## src/rtl/bus_pkg.sv

```systemverilog
// Shared definitions for the bit-serial bus slave port.
//   state_t            : FSM state encoding (3 bits)
//   *_DEFAULT          : default transaction geometry and split threshold
//   DELAY_W            : width of the slave_delay input
//   cnt_width()        : bit-counter width able to hold max(a,b)
package bus_pkg;

  typedef enum logic [2:0] {
    ST_IDLE,
    ST_ADDR,
    ST_WDATA,
    ST_WRITE,
    ST_WAIT,
    ST_READ,
    ST_LOAD,
    ST_TX
  } state_t;

  localparam int ADDR_LEN_DEFAULT        = 12;
  localparam int DATA_LEN_DEFAULT        = 8;
  localparam int SPLIT_THRESHOLD_DEFAULT = 8;
  localparam int DELAY_W                 = 6;

  function automatic int cnt_width(input int a, input int b);
    return $clog2(((a > b) ? a : b) + 1);
  endfunction

endpackage

```

## src/rtl/serial_shift_reg.sv

```systemverilog
// LSB-first shift register. A parallel load has priority over a shift; a
// shift moves every bit one place toward bit 0 and enters shift_in at the
// MSB, so after WIDTH shifts the first bit received sits in bit 0.
//   clk, rst   : clock, asynchronous active-low reset (clears q)
//   load       : parallel load of load_data
//   load_data  : parallel load value
//   shift      : shift enable
//   shift_in   : bit entering at the MSB
//   q          : register contents (q[0] is the next bit out)
module serial_shift_reg #(
  parameter int WIDTH = 8
) (
  input  logic             clk,
  input  logic             rst,
  input  logic             load,
  input  logic [WIDTH-1:0] load_data,
  input  logic             shift,
  input  logic             shift_in,
  output logic [WIDTH-1:0] q
);

  always_ff @(posedge clk or negedge rst) begin
    if (!rst) begin
      q <= '0;
    end else if (load) begin
      q <= load_data;
    end else if (shift) begin
      q <= {shift_in, q[WIDTH-1:1]};
    end
  end

endmodule

```

## src/rtl/slave_serial_port.sv

```systemverilog
// Responder end of the bit-serial bus. Deserialises an LSB-first address
// (and write data), performs one access to a local synchronous memory and
// serialises read data back under a valid/ready handshake. split_en is
// raised for the whole read wait when the requested delay is long.
//   clk, rst        : clock, asynchronous active-low reset
//   slave_delay     : read wait cycles, sampled when entering WAIT
//   read_en/write_en: transaction select from the interconnect
//   master_valid    : serial input bits valid this cycle
//   master_ready    : master accepts tx_data this cycle
//   rx_address      : serial address bit, LSB first
//   rx_data         : serial write data bit, LSB first
//   slave_ready     : port accepts serial input bits
//   slave_valid     : tx_data holds a valid read bit
//   tx_data         : serial read data bit, LSB first
//   split_en        : split request during a long read wait
//   mem_addr        : deserialised memory address
//   mem_wdata       : memory write data
//   mem_we, mem_re  : one-cycle write / read strobes
//   mem_rdata       : memory read data, valid the cycle after mem_re
module slave_serial_port
  import bus_pkg::*;
#(
  parameter int ADDR_LEN        = ADDR_LEN_DEFAULT,
  parameter int DATA_LEN        = DATA_LEN_DEFAULT,
  parameter int SPLIT_THRESHOLD = SPLIT_THRESHOLD_DEFAULT
) (
  input  logic                clk,
  input  logic                rst,
  input  logic [DELAY_W-1:0]  slave_delay,
  input  logic                read_en,
  input  logic                write_en,
  input  logic                master_valid,
  input  logic                master_ready,
  input  logic                rx_address,
  input  logic                rx_data,
  output logic                slave_ready,
  output logic                slave_valid,
  output logic                tx_data,
  output logic                split_en,
  output logic [ADDR_LEN-1:0] mem_addr,
  output logic [DATA_LEN-1:0] mem_wdata,
  output logic                mem_we,
  output logic                mem_re,
  input  logic [DATA_LEN-1:0] mem_rdata
);

  localparam int CNT_W = cnt_width(ADDR_LEN, DATA_LEN);
  localparam logic [CNT_W-1:0] ADDR_LAST = CNT_W'(ADDR_LEN - 1);
  localparam logic [CNT_W-1:0] DATA_LAST = CNT_W'(DATA_LEN - 1);

  state_t             state, state_nxt;
  logic               is_write, is_write_nxt;
  logic [CNT_W-1:0]   cnt, cnt_nxt;
  logic [DELAY_W-1:0] delay_cnt, delay_nxt;
  logic               split_q, split_nxt;

  logic addr_shift, wdata_shift, rdata_load, rdata_shift;
  logic [DATA_LEN-1:0] tx_shift;
  logic                unused_tx_bits;

  always_comb begin
    state_nxt    = state;
    is_write_nxt = is_write;
    cnt_nxt      = cnt;
    delay_nxt    = delay_cnt;
    split_nxt    = split_q;
    addr_shift   = 1'b0;
    wdata_shift  = 1'b0;
    rdata_load   = 1'b0;
    rdata_shift  = 1'b0;
    slave_ready  = 1'b0;
    slave_valid  = 1'b0;
    split_en     = 1'b0;
    mem_we       = 1'b0;
    mem_re       = 1'b0;

    case (state)
      ST_IDLE: begin
        slave_ready = 1'b1;
        // Exactly one select must be high to start; both or neither is ignored.
        if (master_valid && (read_en ^ write_en)) begin
          is_write_nxt = write_en;
          addr_shift   = 1'b1;
          cnt_nxt      = CNT_W'(1);
          state_nxt    = ST_ADDR;
        end
      end

      ST_ADDR: begin
        slave_ready = 1'b1;
        if (!read_en && !write_en) begin
          cnt_nxt   = '0;
          state_nxt = ST_IDLE;
        end else if (master_valid) begin
          addr_shift = 1'b1;
          if (cnt == ADDR_LAST) begin
            cnt_nxt = '0;
            if (is_write) begin
              state_nxt = ST_WDATA;
            end else begin
              // The wait length and split decision are frozen here.
              delay_nxt = slave_delay;
              split_nxt = (32'(slave_delay) >= 32'(SPLIT_THRESHOLD));
              state_nxt = ST_WAIT;
            end
          end else begin
            cnt_nxt = cnt + 1'b1;
          end
        end
      end

      ST_WDATA: begin
        slave_ready = 1'b1;
        if (!read_en && !write_en) begin
          cnt_nxt   = '0;
          state_nxt = ST_IDLE;
        end else if (master_valid) begin
          wdata_shift = 1'b1;
          if (cnt == DATA_LAST) begin
            cnt_nxt   = '0;
            state_nxt = ST_WRITE;
          end else begin
            cnt_nxt = cnt + 1'b1;
          end
        end
      end

      ST_WRITE: begin
        slave_ready = 1'b1;
        mem_we      = 1'b1;
        state_nxt   = ST_IDLE;
      end

      ST_WAIT: begin
        split_en = split_q;
        if (delay_cnt == '0) begin
          state_nxt = ST_READ;
        end else begin
          delay_nxt = delay_cnt - 1'b1;
        end
      end

      ST_READ: begin
        mem_re    = 1'b1;
        state_nxt = ST_LOAD;
      end

      ST_LOAD: begin
        rdata_load = 1'b1;
        state_nxt  = ST_TX;
      end

      ST_TX: begin
        slave_valid = 1'b1;
        if (master_ready) begin
          rdata_shift = 1'b1;
          if (cnt == DATA_LAST) begin
            cnt_nxt   = '0;
            state_nxt = ST_IDLE;
          end else begin
            cnt_nxt = cnt + 1'b1;
          end
        end
      end

      default: state_nxt = ST_IDLE;
    endcase
  end

  always_ff @(posedge clk or negedge rst) begin
    if (!rst) begin
      state     <= ST_IDLE;
      is_write  <= 1'b0;
      cnt       <= '0;
      delay_cnt <= '0;
      split_q   <= 1'b0;
    end else begin
      state     <= state_nxt;
      is_write  <= is_write_nxt;
      cnt       <= cnt_nxt;
      delay_cnt <= delay_nxt;
      split_q   <= split_nxt;
    end
  end

  serial_shift_reg #(.WIDTH(ADDR_LEN)) u_addr_sr (
    .clk       (clk),
    .rst       (rst),
    .load      (1'b0),
    .load_data ('0),
    .shift     (addr_shift),
    .shift_in  (rx_address),
    .q         (mem_addr)
  );

  serial_shift_reg #(.WIDTH(DATA_LEN)) u_wdata_sr (
    .clk       (clk),
    .rst       (rst),
    .load      (1'b0),
    .load_data ('0),
    .shift     (wdata_shift),
    .shift_in  (rx_data),
    .q         (mem_wdata)
  );

  serial_shift_reg #(.WIDTH(DATA_LEN)) u_rdata_sr (
    .clk       (clk),
    .rst       (rst),
    .load      (rdata_load),
    .load_data (mem_rdata),
    .shift     (rdata_shift),
    .shift_in  (1'b0),
    .q         (tx_shift)
  );

  assign tx_data = tx_shift[0];

  // Upper read bits only feed the shift chain; nothing observes them directly.
  assign unused_tx_bits = ^tx_shift[DATA_LEN-1:1];

endmodule

```

## config.mk

```make
export PLATFORM = sky130hd
export DESIGN_NAME = slave_serial_port
export DESIGN_NICKNAME = d
export VERILOG_FILES = /design/src/rtl/bus_pkg.sv /design/src/rtl/serial_shift_reg.sv /design/src/rtl/slave_serial_port.sv
export SDC_FILE = /design/constraint.sdc
export NUM_CORES = 1
export LEC_CHECK = 0
export CAP_MARGIN = 20
export CORE_MARGIN = 2
export CORE_UTILIZATION = 30
export DETAILED_ROUTE_END_ITERATION = 10
export HOLD_SLACK_MARGIN = 0.05
export SYNTH_ARGS = -nofsm -noshare
export SYNTH_HDL_FRONTEND = slang
export SYNTH_SLANG_ARGS = --single-unit
```

## constraint.sdc

```tcl
create_clock -name clk -period 4.5 [get_ports clk]
set_input_delay 0.9 -clock clk [delete_from_list [all_inputs] [get_ports clk]]
set_output_delay 0.9 -clock clk [all_outputs]
set_load 0.02 [all_outputs]
```

==> metrics.csv, run 1 <==
stage,metric,value,unit
logic_synthesis,post-synthesis cell type with the largest combined area,sky130_fd_sc_hd__dfrtp_1,
route,number of routed nets with antenna violations,0,
placement,worst setup slack before clock tree synthesis,1.30,ns
worst_setup_path,category of the worst setup path launch point,flip-flop,
global_route,largest net degree at the start of global routing,44,
finish,net total in the final layout,273,
final_timing,transition time of the tightest slew-check pin,0.950,ns
clock_tree,setup repair bufs after CTS,0,
finish,buffering overhead,16.1,%
power,clock network power,311,µW
logic_synthesis,Post-Synth XOR/XNOR Area,0.395,%
floorplan,starting density of the core,30.7,%
global_route,number of antenna violations at the first check in global routing,0,
finish,comb_multi_in,139,
floorplan,Core Box Area,7210,µm²
final_timing,setup repair after global routing missed its margin,no,
status,status,"finished, final reports clean",
route,average via count per standard cell,4.81,
worst_setup_path,required time of the critical path,3.60,ns
route,final routed wirelength across all metal layers,4610,µm
placement,standard cell area after detailed placement,2770,µm²
finish,biggest cell category by area in the final layout,sequential cells,
finish,Commonest Layout Cell,sky130_fd_sc_hd__clkdlybuf4s50_1,
clock_tree,clock net sink count,43,
logic_synthesis,"area fraction in and, or, nand and nor cells after synthesis",15.1,%
power,Pwr per Cell Area,637,nW/µm²
placement,weighted congestion at the end of routability-driven global placement,0.821,
finish,final cell count without fillers,347,
logic_synthesis,Post-Syn Nets,227,
power,largest power group,combinational cells,
finish,fill cell instance count of the final layout,725,
clock_tree,CTS Buf Count,5,
finish,number of inverters outside the clock class in the layout,11,
power,part of the total power dissipated in combinational logic,45.8,%
flow_run,number of warning messages in the logs,27,
worst_setup_path,startpoint of the lowest-slack register-to-register path,state[2]$_DFFE_PN0P_,
logic_synthesis,area share of the largest cell type after synthesis,48.6,%
route,detailed-route via count,1670,
[run 1: sequential cells by signal (all words and copies together), names as in the netlist]
| signal | count |
|---|---|
| split_q | 1 |
| cnt | 4 |
| state | 3 |
| delay_cnt | 6 |
| u_addr_sr.q | 12 |
| u_rdata_sr.q | 8 |
| is_write | 1 |
| u_wdata_sr.q | 8 |
[run 1: routing by layer]
metal	track usage (%)	share of wire, %	up-vias	routed length (µm)
li1	-	-	828	-
met1	16.0	47	797	2160
met2	17.7	46	40	2110
met3	3.94	6.2	5	285
met4	3.46	1.3	0	59
met5	0	0	-	0
[run 1: worst max-delay path: stages (launching register included)]
cell                              delay, ns
sky130_fd_sc_hd__dfrtp_1               0.55
sky130_fd_sc_hd__nor2_1                0.41
sky130_fd_sc_hd__and3_1                0.22
sky130_fd_sc_hd__clkdlybuf4s50_1       0.60
Fig. 1: run 1, cell sizes after repair
Bar = 20 µm.
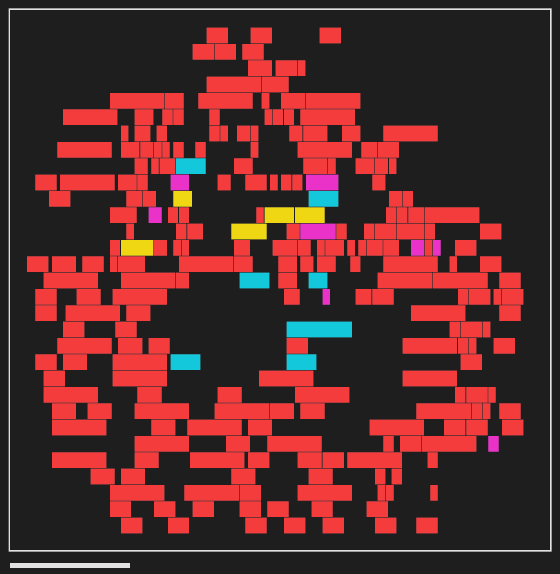
legend:
  _0 and _1 cells:
    color: red
    cells: 228
    share: 92%
    most_used: clkdlybuf4s50_1
  _2 cells:
    color: magenta
    cells: 8
    share: 3.2%
    most_used: inv_2
  _6 and larger:
    color: cyan
    cells: 7
    share: 2.8%
    most_used: clkbuf_8
  _3 and _4 cells:
    color: yellow
    cells: 5
    share: 2.0%
    most_used: or4b_4
number of buffers outside the clock class in the layout: 47
summed area of non-filler cells in the final layout: 2880 µm²
Area growth, synth to finish: 30.2%

Fig. 2: run 1, close-up of the layout
Bar = 10 µm. Region (25, 7) to (65, 47) µm. Cells in gray, sequential cells in the stronger gray; small squares are vias.
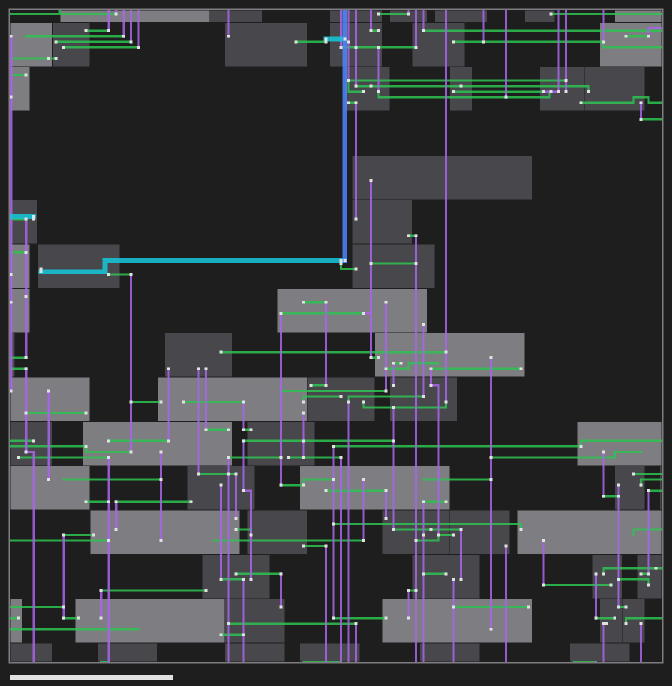
legend:
  metal 2:
    color: purple
  metal 3:
    color: cyan
  metal 4:
    color: blue
  metal 1:
    color: green
netlist names of flops here include: u_wdata_sr.q (8), u_addr_sr.q (2), u_rdata_sr.q (2)
sequential cells in the window: 12
cells with their middle in the window: 41
most frequent: dfrtp_1 (12), mux2_1 (9), clkdlybuf4s50_1 (5)

Fig. 3: run 1, routing congestion
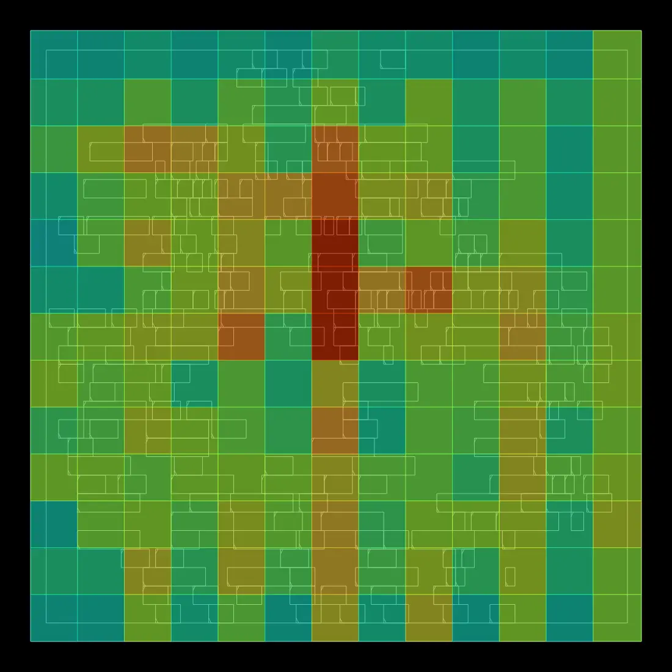
Post-Route Utilization: 40.0%
met3 usage in global routing: 3.94%
met1 track demand over resource in global routing: 16.0%
layer with the highest usage after global routing: met2
overall routing resource usage: 11.7%

==> run 2, diff against run 1 <==
- clock period: 4.5 -> 2.6 ns (I/O delays scaled with it)
Fig. 4: run 2, signal wires on met2
Bar = 20 µm. Cells faint in the background.
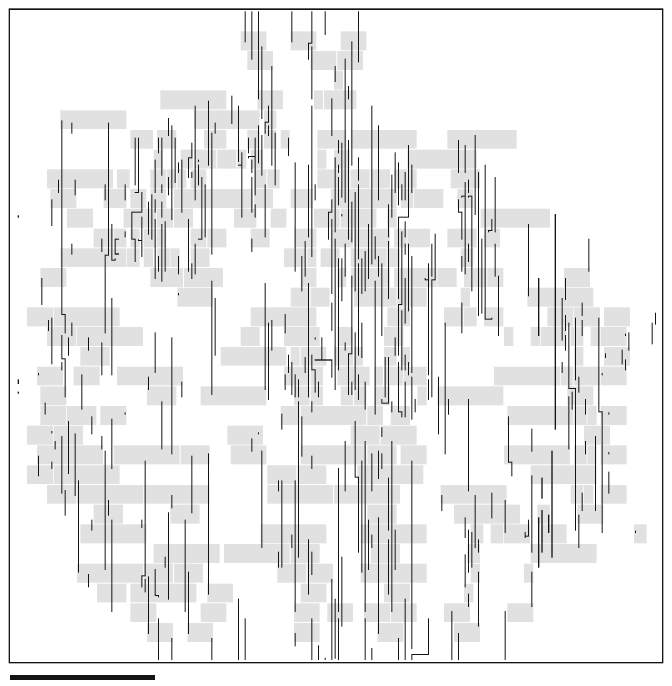
longest straight run: 29.6 µm
wire length on this layer: 2240 µm
detailed-route via count: 1706
met2 track demand over resource: 19.3%
final routed wirelength across all metal layers: 4780 µm

Fig. 5: run 2, close-up of the layout
Bar = 10 µm. Region (25, 7) to (65, 47) µm. Cells in gray, sequential cells in the stronger gray; small squares are vias.
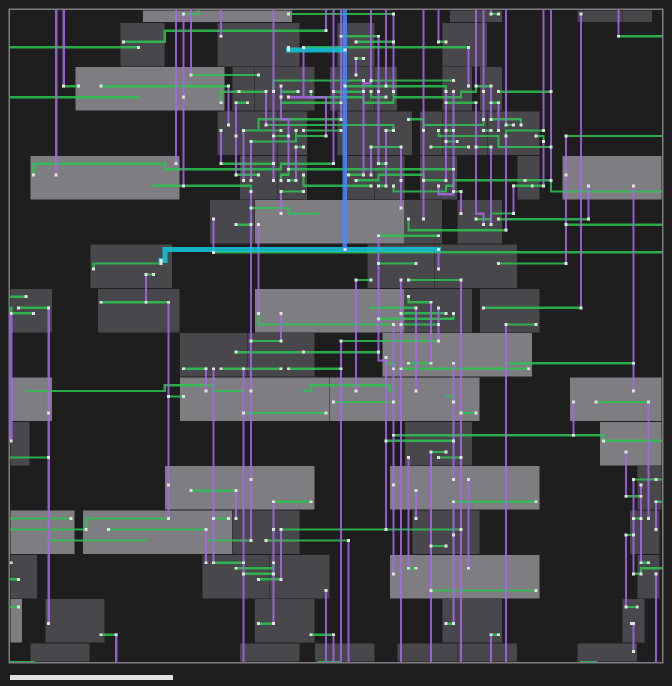

==> run 2 against run 1 <==
Effect of this change: hold slack worse by 0.39 ns; routed wire length grew 3.7%; synthesized area did not move; setup slack worse by 1.3 ns.
==> metrics.csv, run 2 <==
stage,metric,value,unit,change
logic_synthesis,Post-Syn Nets,227,,unchanged
finish,Post-Route Utilization,41.2,%,was 40.0%
route,number of routed nets with antenna violations,0,,unchanged
route,met1 wire length,2280,µm,was 2160 µm
placement,weighted congestion at the end of routability-driven global placement,0.791,,was 0.821
worst_setup_path,buffer-and-inverter tally for the worst setup path,2,,was 1
final_timing,"Hold Vio Cnt, Final",0,,unchanged
logic_synthesis,compound-gate portion of the synthesized area,13.2,%,unchanged
status,status,"finished, final reports clean",,unchanged
finish,summed area of non-filler cells in the final layout,2980,µm²,was 2880 µm²
clock_tree,setup repair bufs after CTS,0,,unchanged
worst_setup_path,count of cell instances traversed by the critical path,7,,was 3
worst_setup_path,"Largest stage delay, worst path",0.56,ns,was 0.60 ns
clock_tree,CTS Buf Count,5,,unchanged
worst_setup_path,crit-path cells,"clkdlybuf4s50_1, inv_1, ha_1, or4b_4, a32oi_2, a221oi_2, mux2_1",,"was nor2_1, and3_1, clkdlybuf4s50_1"
worst_setup_path,required time of the critical path,2.79,ns,was 3.60 ns
floorplan,Core Box Area,7210,µm²,unchanged
clock_tree,CTS Root Cell,sky130_fd_sc_hd__clkbuf_8,,unchanged
logic_synthesis,Post-Synth XOR/XNOR Area,0.395,%,unchanged
floorplan,die height,89.9,µm,unchanged
logic_synthesis,"area fraction in and, or, nand and nor cells after synthesis",15.1,%,unchanged
route,Met3 Routed Length,204,µm,was 285 µm
logic_synthesis,Logic family by area,multiplexers,,unchanged
global_route,overall routing resource usage,12.2,%,was 11.7%
finish,"flip-flop count of the largest register, all copies and words added",12,,unchanged
finish,net total in the final layout,284,,was 273
floorplan,starting density of the core,30.7,%,unchanged
global_route,met3 usage in global routing,3.44,%,was 3.94%
placement,standard cell area after detailed placement,2850,µm²,was 2770 µm²
worst_setup_path,crit path max-delay cell type,sky130_fd_sc_hd__or4b_4,,was sky130_fd_sc_hd__clkdlybuf4s50_1
worst_setup_path,flop2flop setup slack,0.61,ns,was 2.32 ns
global_route,layer with the highest usage after global routing,met2,,unchanged
finish,Commonest Layout Cell,sky130_fd_sc_hd__clkdlybuf4s50_1,,unchanged
route,uppermost signal routing layer after detailed routing,met4,,unchanged
final_timing,setup repair after global routing missed its margin,no,,unchanged
clock_tree,clock net sink count,43,,unchanged
logic_synthesis,post-synthesis cell type with the largest combined area,sky130_fd_sc_hd__dfrtp_1,,unchanged
power,part of the total power dissipated in combinational logic,46.4,%,was 45.8%
global_route,met1 track demand over resource in global routing,16.5,%,was 16.0%
power,Pwr per Cell Area,1100,nW/µm²,was 637 nW/µm²
logic_synthesis,area share of the largest cell type after synthesis,48.6,%,unchanged
global_route,largest net degree at the start of global routing,31,,was 44
run 2: cell counts after synthesis:
No cell type changed its count.
run 2: power groups by stage:
stage / Combinational (µW) / Clock, µW / Sequential, µW
6_report: 1520 / 559 / 1200
5_1_grt: 1680 / 610 / 1250
4_1_cts: 1540 / 582 / 1190
3_5_place_dp: 1540 / 0 / 1210
3_3_place_gp: 1520 / 0 / 1200
2_1_floorplan: 930 / 0 / 1230
run 2: final cells by class:
class,count,area [µm²]
Clock buffer,6,82.6
Clock inverter,2,38.8
Fill cell,749,4240
Inverter,11,41.3
Multi-Input combinational cell,139,1060
Sequential cell,43,1080
Tap cell,99,124
Timing Repair Buffer,58,548
run 2: repair_timing:
action	CTS	global route
hold endpoints to repair	0	0
gates resized	0	3
endpoints found under the setup margin	0	2
Power figures rest on the tool's default switching activity, not on a simulated workload.
